`src/rtl/seq_div_pkg.sv`:
```
// -----------------------------------------------------------------------------
// seq_div_pkg
// Shared definitions for the sequential restoring divider:
//   WIDTH_DEF  - default operand/result width
//   state_e    - controller state encoding (IDLE / RUN / DONE)
//   cnt_width  - width of the iteration counter for a given operand width
//   CNT_W      - iteration counter width for the default operand width
// -----------------------------------------------------------------------------
package seq_div_pkg;

  localparam int WIDTH_DEF = 16;

  typedef enum logic [1:0] {
    ST_IDLE = 2'd0,
    ST_RUN  = 2'd1,
    ST_DONE = 2'd2
  } state_e;

  // The counter runs from WIDTH-1 down to 0; at least one bit is always kept.
  function automatic int cnt_width(input int w);
    return (w > 1) ? $clog2(w) : 1;
  endfunction

  localparam int CNT_W = cnt_width(WIDTH_DEF);

endpackage

```
`src/rtl/csub17.sv`:
```
// -----------------------------------------------------------------------------
// csub17
// Purely combinational N-bit subtractor (default N = 17), diff = a + ~b + 1.
// Carries are resolved inside 4-bit blocks by generate/propagate lookahead.
// Each block hands its group carry to the next block.
//   a_i        - minuend
//   b_i        - subtrahend
//   diff_o     - a_i - b_i modulo 2**N
//   borrow_out - 1 when a_i < b_i (no carry out of the top bit)
// -----------------------------------------------------------------------------
module csub17 #(
  parameter int N = 17
) (
  input  logic [N-1:0] a_i,
  input  logic [N-1:0] b_i,
  output logic [N-1:0] diff_o,
  output logic         borrow_out
);

  logic [N-1:0] prop_s;
  logic [N-1:0] gen_s;
  logic [N:0]   carry_s;   // carry_s[i] is the carry into bit i
  logic         grp_cin_s; // carry into the current 4-bit block
  logic         grp_g_s;   // running block generate, from block LSB up to bit i
  logic         grp_p_s;   // running block propagate, from block LSB up to bit i

  // Block lookahead: within a block, the carry into bit i+1 is built from
  // the prefix generate/propagate terms and the block carry-in. Between
  // blocks, the carry ripples at block granularity. A short top block
  // (N not a multiple of 4) simply closes early.
  always_comb begin
    prop_s     = a_i ^ ~b_i;
    gen_s      = a_i & ~b_i;
    carry_s    = '0;
    carry_s[0] = 1'b1;
    grp_cin_s  = 1'b1;
    grp_g_s    = 1'b0;
    grp_p_s    = 1'b1;
    for (int i = 0; i < N; i++) begin
      if ((i % 4) == 0) begin
        grp_g_s = 1'b0;
        grp_p_s = 1'b1;
      end else begin
        grp_g_s = grp_g_s;
      end
      grp_g_s        = gen_s[i] | (prop_s[i] & grp_g_s);
      grp_p_s        = grp_p_s & prop_s[i];
      carry_s[i + 1] = grp_g_s | (grp_p_s & grp_cin_s);
      if (((i % 4) == 3) || (i == N - 1)) begin
        grp_cin_s = carry_s[i + 1];
      end else begin
        grp_cin_s = grp_cin_s;
      end
    end
    diff_o     = prop_s ^ carry_s[N-1:0];
    borrow_out = ~carry_s[N];
  end

endmodule

```
`src/rtl/seq_div16.sv`:
```
// -----------------------------------------------------------------------------
// seq_div16
// Sequential unsigned restoring divider. It produces one quotient bit per
// cycle, MSB first, and uses valid/ready handshakes on both sides.
//   clk, rst          - clock and synchronous active-high reset
//   in_valid/in_ready - operand handshake (dividend, divisor)
//   out_valid/out_ready - result handshake (quotient, remainder, div_by_zero)
// A zero divisor produces quotient = all ones, remainder = dividend and
// div_by_zero = 1, one edge after acceptance.
// -----------------------------------------------------------------------------
module seq_div16
  import seq_div_pkg::*;
#(
  parameter int WIDTH = WIDTH_DEF
) (
  input  logic             clk,
  input  logic             rst,
  input  logic             in_valid,
  output logic             in_ready,
  input  logic [WIDTH-1:0] dividend,
  input  logic [WIDTH-1:0] divisor,
  output logic             out_valid,
  input  logic             out_ready,
  output logic [WIDTH-1:0] quotient,
  output logic [WIDTH-1:0] remainder,
  output logic             div_by_zero
);

  localparam int CW = cnt_width(WIDTH);

  state_e           state_q, state_d;
  logic [WIDTH-1:0] dvd_q, dvd_d;   // dividend bits still to shift in, quotient bits shifted in behind them
  logic [WIDTH-1:0] dvs_q, dvs_d;
  logic [WIDTH:0]   r_q, r_d;       // partial remainder R
  logic [CW-1:0]    cnt_q, cnt_d;
  logic             zero_q, zero_d; // the latched divisor was zero
  logic [WIDTH-1:0] quo_q, quo_d;
  logic [WIDTH-1:0] rem_q, rem_d;
  logic             dbz_q, dbz_d;

  logic [WIDTH:0]   shift_r;        // {R[WIDTH-1:0], next dividend bit}
  logic [WIDTH:0]   trial_diff;
  logic             trial_borrow;
  logic [WIDTH:0]   r_next;
  logic [WIDTH-1:0] q_next;
  logic             unused_r_msb;

  // The restoring algorithm keeps R below the divisor, so R[WIDTH] is never
  // set and the shift drops it.
  assign unused_r_msb = r_q[WIDTH];

  assign shift_r = {r_q[WIDTH-1:0], dvd_q[WIDTH-1]};

  csub17 #(
    .N (WIDTH + 1)
  ) u_csub (
    .a_i        (shift_r),
    .b_i        ({1'b0, dvs_q}),
    .diff_o     (trial_diff),
    .borrow_out (trial_borrow)
  );

  // A borrow restores the shifted remainder; otherwise the difference is kept.
  assign r_next = trial_borrow ? shift_r : trial_diff;
  assign q_next = {dvd_q[WIDTH-2:0], ~trial_borrow};

  // Next-state and datapath control for IDLE / RUN / DONE.
  always_comb begin
    state_d = state_q;
    dvd_d   = dvd_q;
    dvs_d   = dvs_q;
    r_d     = r_q;
    cnt_d   = cnt_q;
    zero_d  = zero_q;
    quo_d   = quo_q;
    rem_d   = rem_q;
    dbz_d   = dbz_q;
    case (state_q)
      ST_IDLE: begin
        if (in_valid) begin
          dvd_d   = dividend;
          dvs_d   = divisor;
          r_d     = '0;
          cnt_d   = CW'(WIDTH - 1);
          zero_d  = (divisor == '0);
          state_d = ST_RUN;
        end else begin
          state_d = ST_IDLE;
        end
      end
      ST_RUN: begin
        if (zero_q) begin
          // A zero divisor spends a single RUN cycle, then reports.
          quo_d   = '1;
          rem_d   = dvd_q;
          dbz_d   = 1'b1;
          cnt_d   = '0;
          state_d = ST_DONE;
        end else begin
          r_d   = r_next;
          dvd_d = q_next;
          if (cnt_q == '0) begin
            quo_d   = q_next;
            rem_d   = r_next[WIDTH-1:0];
            dbz_d   = 1'b0;
            state_d = ST_DONE;
          end else begin
            cnt_d = cnt_q - CW'(1);
          end
        end
      end
      ST_DONE: begin
        if (out_ready) begin
          state_d = ST_IDLE;
        end else begin
          state_d = ST_DONE;
        end
      end
      default: begin
        state_d = ST_IDLE;
      end
    endcase
  end

  // State and datapath registers with synchronous reset.
  always_ff @(posedge clk) begin
    if (rst) begin
      state_q <= ST_IDLE;
      dvd_q   <= '0;
      dvs_q   <= '0;
      r_q     <= '0;
      cnt_q   <= '0;
      zero_q  <= 1'b0;
      quo_q   <= '0;
      rem_q   <= '0;
      dbz_q   <= 1'b0;
    end else begin
      state_q <= state_d;
      dvd_q   <= dvd_d;
      dvs_q   <= dvs_d;
      r_q     <= r_d;
      cnt_q   <= cnt_d;
      zero_q  <= zero_d;
      quo_q   <= quo_d;
      rem_q   <= rem_d;
      dbz_q   <= dbz_d;
    end
  end

  assign in_ready    = (state_q == ST_IDLE);
  assign out_valid   = (state_q == ST_DONE);
  assign quotient    = quo_q;
  assign remainder   = rem_q;
  assign div_by_zero = dbz_q;

endmodule

```
`config.mk`:
```
export PLATFORM = sky130hd
export DESIGN_NAME = seq_div16
export DESIGN_NICKNAME = d
export VERILOG_FILES = /design/src/rtl/seq_div_pkg.sv /design/src/rtl/csub17.sv /design/src/rtl/seq_div16.sv
export SDC_FILE = /design/constraint.sdc
export NUM_CORES = 1
export LEC_CHECK = 0
export CORE_UTILIZATION = 57
export CTS_CLUSTER_SIZE = 12
export DETAILED_ROUTE_END_ITERATION = 16
export PLACE_DENSITY = 0.91
export SLEW_MARGIN = 0
export SYNTH_ARGS = -nofsm -noshare
export SYNTH_HDL_FRONTEND = slang
export SYNTH_SLANG_ARGS = --single-unit
```
`constraint.sdc`:
```
create_clock -name clk -period 4.85 [get_ports clk]
set_input_delay 0.485 -clock clk [delete_from_list [all_inputs] [get_ports clk]]
set_output_delay 0.485 -clock clk [all_outputs]
set_load 0.05 [all_outputs]
```
==> run_1/ff_map.png <==
Other sequential cells in the stronger grey, the rest of the logic in the fainter grey.
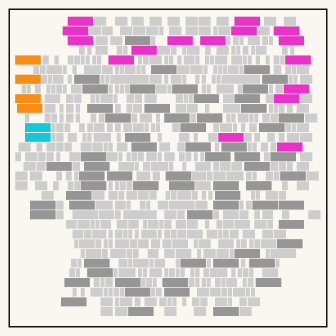
magenta -> `quotient`  # flops 16
orange -> `cnt_q`  # flops 4, where top left
cyan -> `state_q`  # flops 2
not coloured = 66

==> run_1/placed.png <==
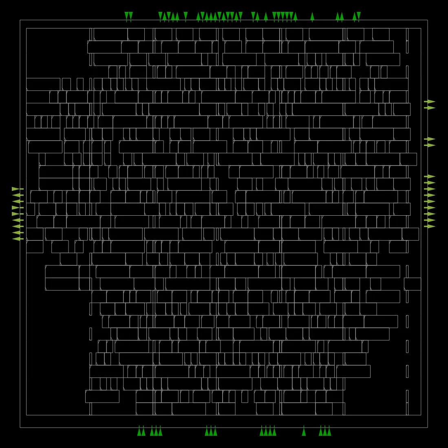
flop share of the area: 33.5%
row count: 31
registers: 88
fillcell total: 539
Tapcells: 99

==> run_1/util_map.png <==
The die is cut into 9 by 9 equal tiles; white is low, dark blue is high, 0 to 100% covered.
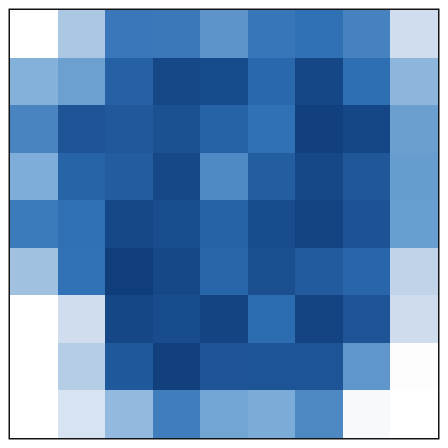
emptiest ninth of the die = bottom left
fullest tile = 95%
mean over tiles = 65%
nearly empty tiles = 7.4%
tiles over 75% full = 49%

[run 1: cell usage in the layout (no fill, tap or decap), types with 5 or more instances in the layout]
cell             instances
a21oi_1                 44
xnor2_1                  7
nor2_1                  63
clkdlybuf4s50_1         69
o22ai_1                 11
xor2_1                   5
o21ai_0                 24
nand2_1                 97
clkbuf_8                 9
dfxtp_1                 88
nor3_1                  19
a311oi_1                18
nand2b_1                 5
and3_1                  15
ha_1                    19
inv_1                   27
mux2i_1                  9
[run 1: logic make-up (layout without fill, tap and decap cells)]
family	after synthesis	count (layout)	synth area share, %
compound gates	130	130	19.7
xor+xnor	12	12	2.44
fa+ha+maj	22	22	6.93
buf+inv	56	116	5.06
flops	88	88	41.0
mux	12	12	2.88
simple gates	217	217	22.0
[run 1: cells in the mapped netlist, types with 11 or more instances]
master     n
nor2_1    63
clkbuf_1  28
inv_1     27
nor3_1    19
a21oi_1   44
nand2_1   97
o22ai_1   11
and3_1    15
a311oi_1  18
ha_1      19
o21ai_0   24
dfxtp_1   88
[run 1: power breakdown]
part	internal (W)	total, W	switching [W]
sequential	0.000794	0.000858	0.0000640
clock	0.000300	0.000589	0.000288
combinational	0.000345	0.000883	0.000538
total	0.00144	0.00233	0.000891
[run 1: cell type report]
class	count	area, µm²	area share (%)
multi-input cells	393	2320	44.2
flip-flops and latches	88	1760	33.5
repair buffers	73	718	13.7
inverters	27	101	1.93
clock buffers	9	124	2.36
clock inverters	7	106	2.02
well taps	99	124	2.36
[run 1: layer usage]
layer / up-vias / global-route usage [%] / wire length [µm]
met5: - / 0 / 0
met4: 0 / 10.4 / 300
met3: 31 / 5.41 / 664
met2: 176 / 53.8 / 5840
met1: 1992 / 37.0 / 4700
li1: 1981 / - / -
==> out/metrics.yaml, run 1 <==
critical_path:
  crit_slowest_cell: "o21ai_2"
  worstPathArrival_ps: 3200
  r2r-start: "state_q[1]"
  path_cells: "nand2b_1 > o21ai_2 > nor2_1 > nand2_1 > o21ai_0"
  required_ps: 5090
  crit_path_start: "state_q[1]"
  critPathLaunchType: "flop"
  slowest_delay_ps: 1150
floorplanning:
  placeableCoreArea_um2: 7250
  die_area_um2: 7890
  fp_util_pct: 59.3
final_timing:
  whs_ps: 462
  fin_tns_setup_ps: 0
  rsz0062_at_grt: "no"
  worst_pin_slew_ps: 1240
  finalMaxSlewViolations: 0
  final.period_utilization_pct: 61.0
  relSlewSlack_pct: 17.5
routing:
  drc_errors: 0
  drt-total-wl_um: 11500
  ant_nets: 0
clock_tree:
  numCtsBuffers: 9
  clkSinkCount: 88
  clk_latency_ps: 380
  clk_pin_slew_ps: 100
  clockBufferDepth: 2
  cts_resized: 0
power_and_ir_drop:
  totalPowerFinal_w: 0.00233
  ir_worst_vdd_mv: 0.259
  leakage_nw: 2.03
final_layout:
  fin_area_um2: 5260
  area_delta_synth_final_pct: 22.3
synthesis:
  synth_flops: 88
  ys_seq_share_pct: 41.0
  edf_count: 0
  flop_cell: "dfxtp_1"
global_routing:
  grt_usage_pct: 30.4
  grt_pass1_wl_um: 18400
  overflow: 0
placed_design:
  place_area_um2: 5030
hold_path:
  min_to: "dvs_q[7]"
  hp-class: "reg2reg"
outcome:
  status: "complete, no violations"
==> run_1/m1.png <==
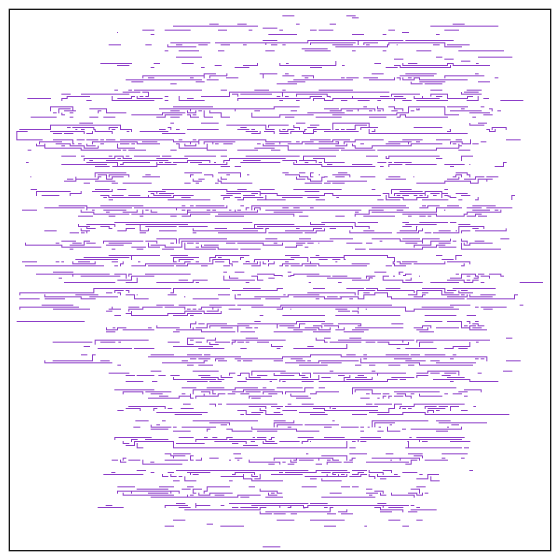

--- run 2 (diff from run 1) ---
- CORE_UTILIZATION: 57 -> 48
- PLACE_DENSITY: 0.91 -> 0.82
- clock period: 4.85 -> 2.4 ns (I/O delays scaled with it)
==> run_2/m1.png <==
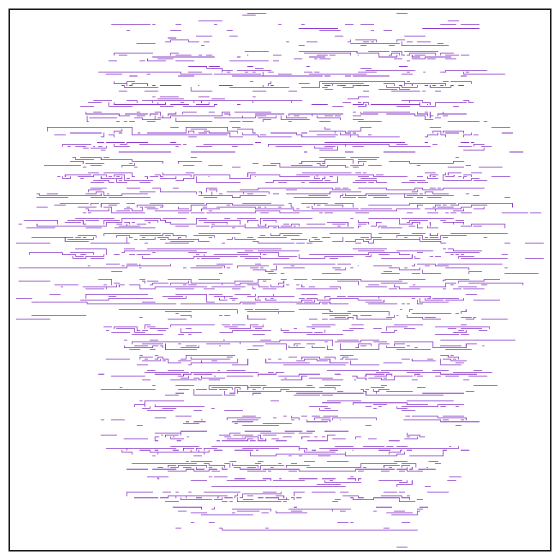
wire length on this layer = 5000 µm
nets with wire on the layer = 631
main direction = horizontal

==> run 2 against run 1 <==
Effect of this change:
- non-clock buffer count up 30
- routed wire length up 7.8%
- clock power up 73%
- maximum frequency up 24%
- sequential share of layout area down 2.1 points
- highest routed layer unchanged
- synthesized cell count unchanged
- flip-flop count unchanged
- synthesized area unchanged
- clock skew up 2.3 ps
- critical path type unchanged
==> out/metrics.yaml, run 2 <==
outcome:
  status: "complete, no violations"
final_timing:
  finalMaxSlewViolations: 0  # unchanged
  fin_tns_setup_ps: 0  # unchanged
  period_minus_slack_ps: 2390
  relSlewSlack_pct: 34.8  # +17 points
  fin_ws_ps: 8.49
  rsz0062_at_grt: "yes"
  worst_pin_slew_ps: 974  # -264 ps
  final.period_utilization_pct: 99.6  # +39 points
  fin_worst_skew_ps: 18.6
  whs_ps: 111  # -350 ps
routing:
  met3_length_um: 717  # +8.0%
  top_layer: "met4"
  drt-met1-wl_um: 5000  # +6.4%
  wl_met2_um: 6300  # +8.0%
  drt-total-wl_um: 12400  # +7.8%
  drc_errors: 0  # unchanged
  drtIter0Drc: 322
  ant_nets: 0  # unchanged
synthesis:
  synth_flops: 88  # unchanged
  ys_seq_share_pct: 41.0  # unchanged
  yosysChipArea_um2: 4300
  post-synth-top-count-cell: "nand2_1"
  synthDistinctLibCells: 49
  top_cells_by_count: "nand2_1, dfxtp_1, nor2_1"
  netlist_instances: 537
  edf_count: 0  # unchanged
  flop_cell: "dfxtp_1"
power_and_ir_drop:
  totalPowerFinal_w: 0.00502  # +120%
  ir_worst_vdd_mv: 0.538  # +110%
  leakage_nw: 2.19  # +7.7%
  p_per_area_nw_per_um2: 881
floorplanning:
  die_area_um2: 9340  # +18%
  fp_util_pct: 49.5  # -9.7 points
  placeableCoreArea_um2: 8680  # +20%
  die_x_um: 96.6
  rows: 34  # +9.7%
critical_path:
  critPathLaunchType: "flop"
  rrSetupSlack_ps: 8
  crit_slowest_cell: "a221o_1"
  worstRegToRegCells: 10
  worstPathArrival_ps: 2690  # -510 ps
  r2r-start: "dvd_q[15]"
  path_cells: "inv_1 > ha_4 > o21ai_2 > a221o_1 > a21oi_2 > o2111ai_4 > nand2_4 > buf_4 > mux2_2 > o22ai_1"
  worstPathMaxFanout: 8
  required_ps: 2700  # -2390 ps
  slowest_delay_ps: 350  # -800 ps
global_routing:
  grt_usage_pct: 24.8  # -5.5 points
  use_met3_pct: 3.11  # -2.3 points
  overflow: 0  # unchanged
  grt_pass1_wl_um: 19100  # +3.5%
  grt_busiest_layer: "met2"
  use_met2_pct: 42.8  # -11 points
  gr-usage-met1_pct: 31.0  # -6.0 points
final_layout:
  layout.cells.non_filler: 735
  area_delta_synth_final_pct: 32.4
  final_nets: 680
  mostFrequentLayoutCells: "nand2_1, dfxtp_1, clkdlybuf4s50_1"
  fin_area_um2: 5690  # +8.2%
  fill_cells: 691  # +28%
  lay_top_count: "nand2_1"
clock_tree:
  root_buffer: "clkbuf_8"
  clk_pin_slew_ps: 100  # about the same
  numCtsBuffers: 9  # unchanged
  clk_latency_ps: 380  # about the same
  cts_resized: 9  # +9
  clkSinkCount: 88  # unchanged
  postCtsSetupBuffers: 3
  clockBufferDepth: 2  # unchanged
placed_design:
  place_area_um2: 5170  # +2.9%
  dpl.hpwl_um: 8350
hold_path:
  hp-class: "in2reg"
  min_to: "dvd_q[0]"
job:
  max-cap-violations: 0
==> run 2: cell count changes in the layout (fill, tap and decap cells not counted), sizes merged <==
cell      previous run  this run
bufinv               2         0
buf                  4        34
clkinvlp             0         1
inv                 31        32
==> run 2: power by group <==
group / total, W / internal (W) / leakage, nW / switching [W]
sequential: 0.00175 / 0.00161 / 0.726 / 0.000136
combinational: 0.00224 / 0.00103 / 1.37 / 0.00121
clock: 0.00102 / 0.000410 / 0.0977 / 0.000613
==> run 2: layout make-up <==
class	count	area (µm²)	share of cell area (%)
repair buffers	103	951	16.7
well taps	108	135	2.37
multi-input cells	393	2520	44.4
flip-flops and latches	88	1790	31.4
clock inverters	7	70.1	1.23
clock buffers	9	124	2.18
inverters	27	101	1.78
==> run 2: worst max-delay path: cells and delay by family (launching register included) <==
family / cells / cell delay, ps
and+or+nand+nor: 1 / 170
AOI/OAI and AO/OA: 5 / 980
adders and majority gates: 1 / 280
muxes: 1 / 340
buffers and inverters: 2 / 210
DFF: 1 / 340
==> run 2: cells by family after synthesis <==
family                   count (synthesis)  share of synthesized area [%]
XOR/XNOR                                12                           2.44
AND-OR/OR-AND                          130                           19.7
adder cells (fa/ha/maj)                 22                           6.93
flip-flops                              88                           41.0
AND/OR/NAND/NOR                        217                           22.0
buffers and inverters                   56                           5.06
multiplexers                            12                           2.88
==> run 2: how the worst max path moves through the flow <==
stage               from             to  slack (ps)  cells after the start
2_1_floorplan  dvd_q[15]   remainder[8]         110                      9
3_3_place_gp    dvs_q[9]  remainder[15]          50                      9
3_5_place_dp    dvs_q[3]   remainder[2]         -20                     10
4_1_cts         dvs_q[3]  remainder[12]           5                      9
5_1_grt        dvd_q[15]        r_q[11]        -140                     10
6_report       dvd_q[15]   remainder[0]           8                     10
Power is estimated from default activity; no workload was simulated.
